==> config.mk <==
export PLATFORM = sky130hd
export DESIGN_NAME = silife_spi_shifter_flat
export DESIGN_NICKNAME = d
export VERILOG_FILES = /design/src/rtl/silife_spi_shifter_if.sv /design/src/rtl/silife_spi_shifter.sv /design/src/flat_wrapper.sv
export SDC_FILE = /design/constraint.sdc
export NUM_CORES = 1
export LEC_CHECK = 0
export ABC_CLOCK_PERIOD_IN_PS = 1900
export CAP_MARGIN = 20
export CORE_UTILIZATION = 28
export DETAILED_ROUTE_END_ITERATION = 10
export PLACE_DENSITY = 0.53
export SETUP_SLACK_MARGIN = 0.15
export SYNTH_ARGS = -nofsm -noshare
export SYNTH_HDL_FRONTEND = slang
export SYNTH_SLANG_ARGS = --single-unit
==> constraint.sdc <==
create_clock -name clk -period 1.9 [get_ports clk]
set_clock_uncertainty 0.05 [all_clocks]
set_input_delay 0.57 -clock clk [delete_from_list [all_inputs] [get_ports clk]]
set_output_delay 0.57 -clock clk [all_outputs]
set_load 0.1 [all_outputs]
==> src/rtl/silife_spi_shifter_if.sv <==
`default_nettype none
// ============================================================================
// silife_spi_shifter_if : word/start request and SPI output bundle.
// Revision 1.0
// ============================================================================
interface silife_spi_shifter_if #(
   parameter int WORD_BITS = 16
) ();
   logic [WORD_BITS-1:0] i_word;
   logic                 i_start;
   logic                 o_sck;
   logic                 o_mosi;
   logic                 o_busy;
   logic                 o_done;

   modport master (
      output i_word,
      output i_start,
      input  o_sck,
      input  o_mosi,
      input  o_busy,
      input  o_done
   );

   modport slave (
      input  i_word,
      input  i_start,
      output o_sck,
      output o_mosi,
      output o_busy,
      output o_done
   );
endinterface
`default_nettype wire

==> src/rtl/silife_spi_shifter.sv <==
`default_nettype none
// ============================================================================
// silife_spi_shifter : MSB-first SPI transmit shifter, CPOL=0, flop outputs.
// Revision 1.0
// ============================================================================
module silife_spi_shifter #(
   parameter int WORD_BITS = 16,
   parameter int HALF_DIV  = 1
) (
   input  logic                 clk,
   input  logic                 reset_n,
   silife_spi_shifter_if.slave  bus
);
   localparam int             CW        = $clog2(WORD_BITS);
   localparam logic [CW-1:0]  LAST_BIT  = CW'(WORD_BITS - 1);
   localparam logic [7:0]     LAST_HALF = 8'(HALF_DIV - 1);

   typedef enum logic [1:0] {
      IDLE = 2'd0,
      LOW  = 2'd1,
      HIGH = 2'd2
   } state_t;

   state_t               state, state_nx;
   logic [WORD_BITS-1:0] shreg, shreg_nx;
   logic [CW-1:0]        bit_cnt, bit_nx;
   logic [7:0]           half_cnt, half_nx;
   logic                 sck, sck_nx;
   logic                 mosi, mosi_nx;
   logic                 busy, busy_nx;
   logic                 done, done_nx;

   always_ff @(posedge clk or negedge reset_n) begin
      if (!reset_n) begin
         state    <= IDLE;
         shreg    <= '0;
         bit_cnt  <= '0;
         half_cnt <= '0;
         sck      <= 1'b0;
         mosi     <= 1'b0;
         busy     <= 1'b0;
         done     <= 1'b0;
      end else begin
         state    <= state_nx;
         shreg    <= shreg_nx;
         bit_cnt  <= bit_nx;
         half_cnt <= half_nx;
         sck      <= sck_nx;
         mosi     <= mosi_nx;
         busy     <= busy_nx;
         done     <= done_nx;
      end
   end

   // Every output is computed one cycle ahead so it can leave straight from a flop.
   always_comb begin
      state_nx = state;
      shreg_nx = shreg;
      bit_nx   = bit_cnt;
      half_nx  = half_cnt;
      sck_nx   = sck;
      mosi_nx  = mosi;
      busy_nx  = busy;
      done_nx  = 1'b0;
      case (state)
         IDLE: begin
            sck_nx  = 1'b0;
            mosi_nx = 1'b0;
            busy_nx = 1'b0;
            if (bus.i_start) begin
               shreg_nx = bus.i_word;
               mosi_nx  = bus.i_word[WORD_BITS-1];
               busy_nx  = 1'b1;
               bit_nx   = '0;
               half_nx  = '0;
               state_nx = LOW;
            end
         end
         LOW: begin
            if (half_cnt == LAST_HALF) begin
               half_nx  = '0;
               sck_nx   = 1'b1;
               state_nx = HIGH;
            end else begin
               half_nx = half_cnt + 8'd1;
            end
         end
         HIGH: begin
            if (half_cnt == LAST_HALF) begin
               half_nx = '0;
               sck_nx  = 1'b0;
               if (bit_cnt == LAST_BIT) begin
                  state_nx = IDLE;
                  mosi_nx  = 1'b0;
                  busy_nx  = 1'b0;
                  done_nx  = 1'b1;
                  shreg_nx = '0;
                  bit_nx   = '0;
               end else begin
                  // Data moves on the falling edge, half a period away from the sampling edge.
                  bit_nx   = bit_cnt + CW'(1);
                  shreg_nx = {shreg[WORD_BITS-2:0], 1'b0};
                  mosi_nx  = shreg[WORD_BITS-2];
                  state_nx = LOW;
               end
            end else begin
               half_nx = half_cnt + 8'd1;
            end
         end
         default: begin
            state_nx = IDLE;
         end
      endcase
   end

   assign bus.o_sck  = sck;
   assign bus.o_mosi = mosi;
   assign bus.o_busy = busy;
   assign bus.o_done = done;
endmodule
`default_nettype wire
==> src/flat_wrapper.sv <==
// flat-port wrapper written by rule: the top's interface ports become plain ports
module silife_spi_shifter_flat 
#(
   parameter int WORD_BITS = 16,
   parameter int HALF_DIV  = 1
)
  (clk, reset_n, bus_i_word, bus_i_start, bus_o_sck, bus_o_mosi, bus_o_busy, bus_o_done);
  silife_spi_shifter_if #(.WORD_BITS(WORD_BITS)) bus_i ();
  input  logic clk;
  input  logic reset_n;
  input wire logic [$bits(bus_i.i_word)-1:0] bus_i_word;
  input wire logic [$bits(bus_i.i_start)-1:0] bus_i_start;
  output wire logic [$bits(bus_i.o_sck)-1:0] bus_o_sck;
  output wire logic [$bits(bus_i.o_mosi)-1:0] bus_o_mosi;
  output wire logic [$bits(bus_i.o_busy)-1:0] bus_o_busy;
  output wire logic [$bits(bus_i.o_done)-1:0] bus_o_done;
  assign bus_i.i_word = bus_i_word;
  assign bus_i.i_start = bus_i_start;
  assign bus_o_sck = bus_i.o_sck;
  assign bus_o_mosi = bus_i.o_mosi;
  assign bus_o_busy = bus_i.o_busy;
  assign bus_o_done = bus_i.o_done;
  silife_spi_shifter #(.WORD_BITS(WORD_BITS), .HALF_DIV(HALF_DIV)) u_core (.clk(clk), .reset_n(reset_n), .bus(bus_i));
endmodule
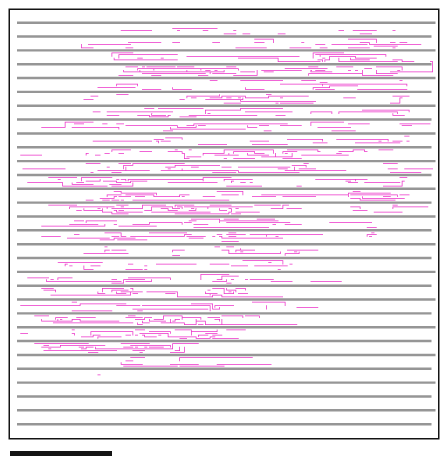
**Above:** run 1 (the metal 1 layer).
Scale bar: 20 um. Supply wires on this layer in gray.
main direction	horizontal
nets with wire on the layer	244
share of all routed wire	52%
longest straight run	24.8 um
wire length on this layer	2,410 um
Via Count: 1,575
met1 Track Usage GR: 20.8%
Routed WL: 4.65 mm

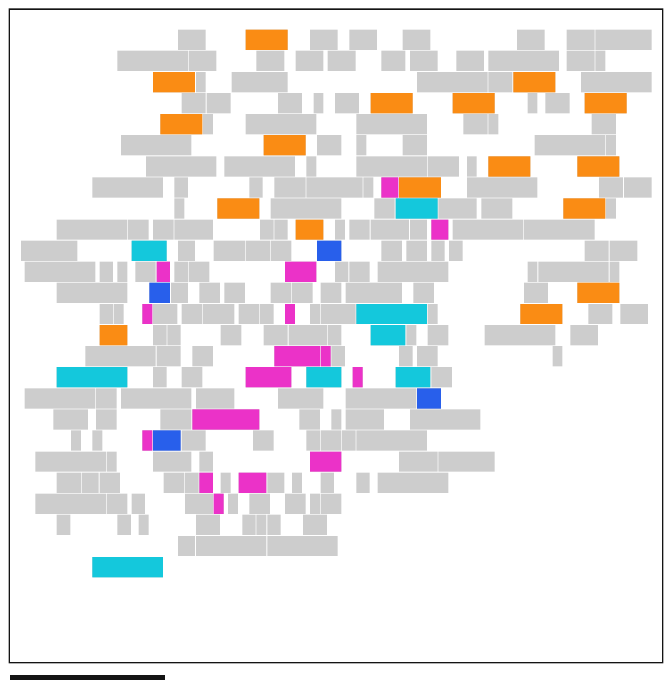
**Above:** run 1 (logic cells by family).
Scale bar: 20 um.
family	color	cells
AND-OR and OR-AND gates	blue	4
NOR gates	magenta	16
adder and majority cells	cyan	8
multiplexers	orange	17
dominant logic cell type in the layout: dfrtp_1
Comb area share: 42.4%
fin cells: 320

==> impl_metrics.tcl, run 1 <==
# place-and-route summary
set metrics [dict create \
    status "finished with violations" \
    min_period_over_period_pct 93.4 \
    root_buffer "clkbuf_8" \
    simple_gate_area_share_pct 19.2 \
    ys_ff 33 \
    maxCapViolCount 0 \
    path_cells "inv_2 > ha_4 > or4b_4 > nor3_4 > a21oi_2 > mux2_4" \
    path_clk_slew_ns 0.07 \
    net-switching-power_mw 1.54 \
    final_cell_mix "33 x dfrtp_1, 28 x buf_4, 26 x nand2_1" \
    dp_cells 307 \
    initial_utilization_pct 29.4 \
    die_width_um 84.1 \
    timing.rr.end "u_core.bus.o_mosi$_DFFE_PN0P_" \
    signal_buffers 57 \
    cp-start-kind "register" \
    setup_tns_ns 0 \
    async_reset_ff_share_pct 100 \
    place_area_mm2 0.00245 \
    finalInstanceArea_mm2 0.00276 \
    xor_area_share_pct 0 \
    dp_hpwl_mm 3.19 \
    floorplan.nets 213 \
    cts_buffers 5 \
    dieArea_mm2 0.00707 \
    synthTopLogicFamily "simple AND/OR/NAND/NOR gates" \
    bufAreaShareNonClock_pct 20.5 \
    warnings 34 \
    final-clk-cell-share_pct 2.99 \
    holdWs_ns 0.464 \
    firstDrtPassIters 7 \
    ys_sh_aoi_pct 18.4 \
    grt_overflow 0 \
    hold_violations 0 \
    wl_met3_um 159 \
    p_seq_mw 1.11 \
    htree_levels 2 \
    ff_count 33 \
    violations "DRC" \
    worstSetupPathType "reg -> reg" \
    grt_pass1_vias 1629 \
    cts.repair.resized 31 \
    critPathBufInv 1 \
    biggestCellCategory "logic gates" \
    comb_power_share_pct 59.5 \
    diodes 0 \
    drc 2 \
    syn-instance-count 186 \
    clockPowerShare_pct 12.9 \
    seq_area_um2 826 \
    worst_slack_ns 0.126 \
    synth.avg_cell_area_um2 10.1 \
    rr_worst_depth 6 \
    die_h_um 84.1 \
    r2r_start "u_core.half_cnt[1]$_DFFE_PN0P_" \
    drtIter0Drc 48 \
    worst-path-stages 6 \
    wl_met1_mm 2.41 \
    worstHoldPathCells 1 \
    seq_share_pct 29.9 \
    cts_tree "done" \
    cp-startpoint "u_core.half_cnt[1]$_DFFE_PN0P_" \
    nMultiInputCombCells 140 \
    drive_gt1_share_pct 35.4 \
    cp.required_ns 2.02 \
    max_stage_delay_ns 0.51 \
    synthTopCellsByCount "33 x dfrtp_1, 27 x nand2_1, 16 x o2bb2ai_1" \
    holdPathEnd "u_core.shreg[4]$_DFFE_PN0P_" \
    io_pins 23 \
    ys_sh_adder_pct 5.31 \
    yosysTopAreaCell "dfrtp_1" \
    largest-register "u_core.shreg" \
    worstMarginPinSlew_ns 0.311 \
    synth.area.mux_share_pct 10.2 \
]
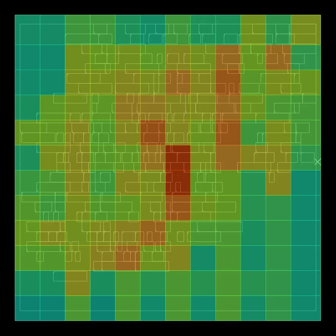
**Above:** run 1 (track usage over the die).
Most Crowded Layer GR: met2
grt met3 use: 3.66%
final core occ: 42.9%
All-Layer GR Usage: 14.5%
drt wl/cell: 14.5 um

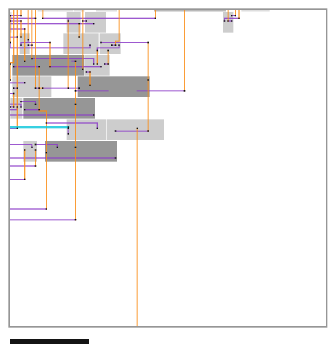
**Above:** run 1 (close-up of the layout).
Scale bar: 10 um. Window x 43 to 83, y 1 to 41 um. Cells in gray, sequential cells in the stronger gray; small squares are vias.
layer	color
metal 1	purple
metal 3	cyan
metal 2	orange
most frequent	dfrtp_1 (4), nand3_1 (2)
sequential cells in the window	4
cells with their middle in the window	16
netlist names of flops here include	u_core.half_cnt (2)

**Run 1: M3 wires**

Scale bar: 20 um.
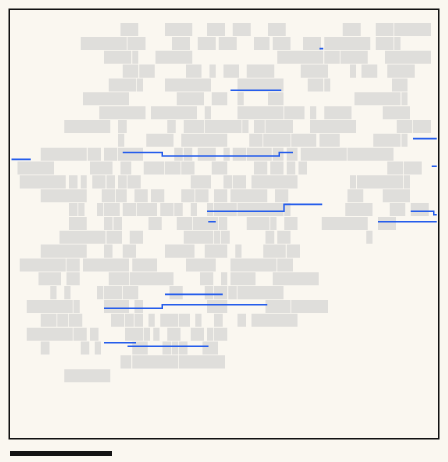

==> inputs of run 2 (changes only) <==
--- a/config.mk
+++ b/config.mk
@@ -5,11 +5,11 @@
 export SDC_FILE = /design/constraint.sdc
 export NUM_CORES = 1
 export LEC_CHECK = 0
-export ABC_CLOCK_PERIOD_IN_PS = 1900
+export ABC_CLOCK_PERIOD_IN_PS = 2200
 export CAP_MARGIN = 20
 export CORE_UTILIZATION = 28
 export DETAILED_ROUTE_END_ITERATION = 10
-export PLACE_DENSITY = 0.53
+export PLACE_DENSITY = 0.52
 export SETUP_SLACK_MARGIN = 0.15
 export SYNTH_ARGS = -nofsm -noshare
 export SYNTH_HDL_FRONTEND = slang
==> constraint.sdc (replaced) <==
create_clock -name clk -period 2.2 [get_ports clk]
set_clock_uncertainty 0.05 [all_clocks]
set_input_delay 0.66 -clock clk [delete_from_list [all_inputs] [get_ports clk]]
set_output_delay 0.66 -clock clk [all_outputs]
set_load 0.1 [all_outputs]
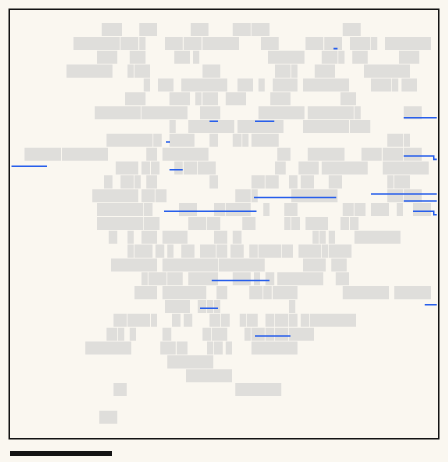
**Above:** run 2 (M3 wires).
Scale bar: 20 um.
nets with wire on the layer	13
wire length on this layer	107 um
main direction	horizontal
Routed WL: 4.24 mm
grt met3 use: 1.98%

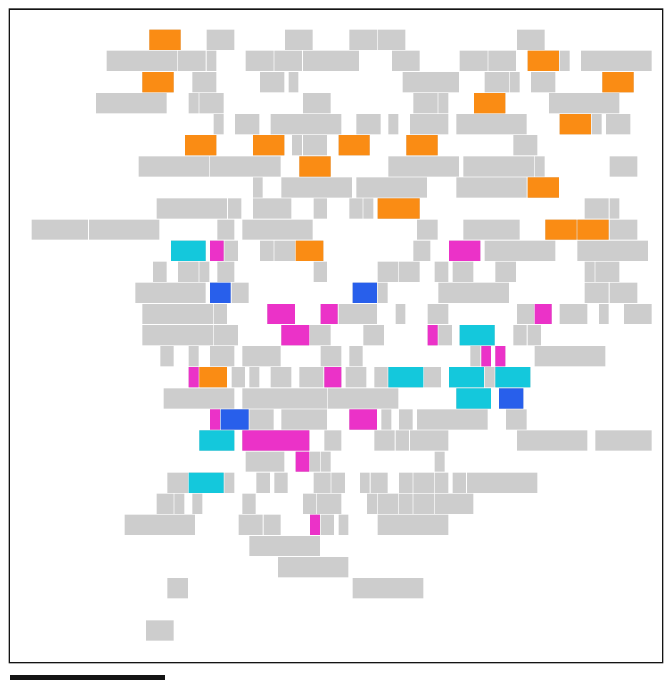
**Above:** run 2 (logic cells by family).
Scale bar: 20 um.
family	color	cells
multiplexers	orange	17
NOR gates	magenta	16
AND-OR and OR-AND gates	blue	4
adder and majority cells	cyan	8
Comb area share: 41.4%
fin cells: 299

==> impl_metrics.tcl, run 2 <==
# place-and-route summary
set metrics [dict create \
    status "finished with violations" \
    violations "DRC" \
    floorplan.nets 213 \
    seq_share_pct 33.7 \
    final_common_cell "dfrtp_1" \
    dp_hpwl_mm 2.98 \
    end_kind "register" \
    synthTopCellsByCount "33 x dfrtp_1, 27 x nand2_1, 16 x o2bb2ai_1" \
    dieArea_mm2 0.00707 \
    timing.rr.end "u_core.bus.o_mosi$_DFFE_PN0P_" \
    grt_overflow 0 \
    tap_cells 77 \
    clockPowerShare_pct 18.8 \
    biggestCellCategory "logic gates" \
    async_reset_ff_share_pct 100 \
    comb_power_share_pct 50.6 \
    firstDrtPassIters 7 \
    largest-register "u_core.shreg" \
    num_vias 1491 \
    htree_levels 2 \
    hold_violations 0 \
    drive_gt1_share_pct 22.5 \
    path_clk_slew_ns 0.07 \
    wl_met1_mm 2.23 \
    route.met2.wl_mm 1.81 \
    die_width_um 84.1 \
    synth.avg_cell_area_um2 10.1 \
    ys_sh_aoi_pct 18.4 \
    grt-busiest-layer "met2" \
    grt_pass1_wl_mm 7.52 \
    rr_worst_depth 6 \
    root_buffer "clkbuf_8" \
    clockBufferDepth 2 \
    final_cell_mix "33 x dfrtp_1, 27 x nand2_1, 18 x clkdlybuf4s50_1" \
    holdWs_ns 0.459 \
    final-clk-cell-share_pct 4.75 \
    nClkBuffers 7 \
    p_seq_uw 979 \
    dp_cells 291 \
    worstSetupPathType "in -> reg" \
    ys_ff 33 \
    ant_nets 0 \
    fin_util_pct 38.1 \
    worstHoldPathType "reg -> reg" \
    worstMarginPinSlew_ns 0.572 \
    seq_area_um2 826 \
    cts_buffers 5 \
    path_cells "clkdlybuf4s50_1 > nand2b_1 > buf_4 > nand2b_1 > or4_1 > nand3_1" \
    drc 4 \
    holdPathEnd "u_core.shreg[13]$_DFFE_PN0P_" \
    die_h_um 84.1 \
    drtIter0Drc 63 \
    min_period_ns 1.95 \
    worst_slack_ns 0.247 \
    clk_latency_ns 0.29 \
    net-switching-power_mw 1.21 \
    synth.area.mux_share_pct 10.2 \
    simple_gate_area_share_pct 19.2 \
    setup_tns_ns 0 \
    yosysTopAreaCell "dfrtp_1" \
    synth-seq-area-share_pct 43.8 \
    cts_tree "done" \
    use_met1_pct 19.2 \
    ys_sh_adder_pct 5.31 \
    bufAreaShareNonClock_pct 15.4 \
    ff2ff_setup_slack_ns 0.30 \
    cp.required_ns 2.38 \
    ff_count 33 \
    synth.top_cell.area_share_pct 43.8 \
    cp-start-kind "primary input" \
    signal_buffers 36 \
    track_usage_pct 13.5 \
    maxCapViolCount 0 \
    min_period_over_period_pct 88.8 \
    warnings 32 \
    ir_drop_mv 0.363 \
    initial_utilization_pct 29.4 \
    finalInstanceArea_mm2 0.00245 \
    nMultiInputCombCells 140 \
    grt_pass1_vias 1528 \
    max_stage_delay_ns 0.53 \
    synthTopLogicFamily "simple AND/OR/NAND/NOR gates" \
    io_pins 23 \
    pre_cts_ws_ns -0.0574 \
    cts.repair.resized 0 \
    p_clk_uw 599 \
    critPathBufInv 2 \
    syn-instance-count 186 \
    r2r_start "u_core.half_cnt[0]$_DFFE_PN0P_" \
    post_drt_wl_per_cell_um 14.2 \
    cp-startpoint "bus_i_start" \
    rows 29 \
    worstHoldPathCells 1 \
    worst-path-stages 6 \
    xor_area_share_pct 0 \
    place_area_mm2 0.00232 \
    wl_met3_um 107 \
    layout.non_clock_inverters 5 \
    diodes 0 \
]
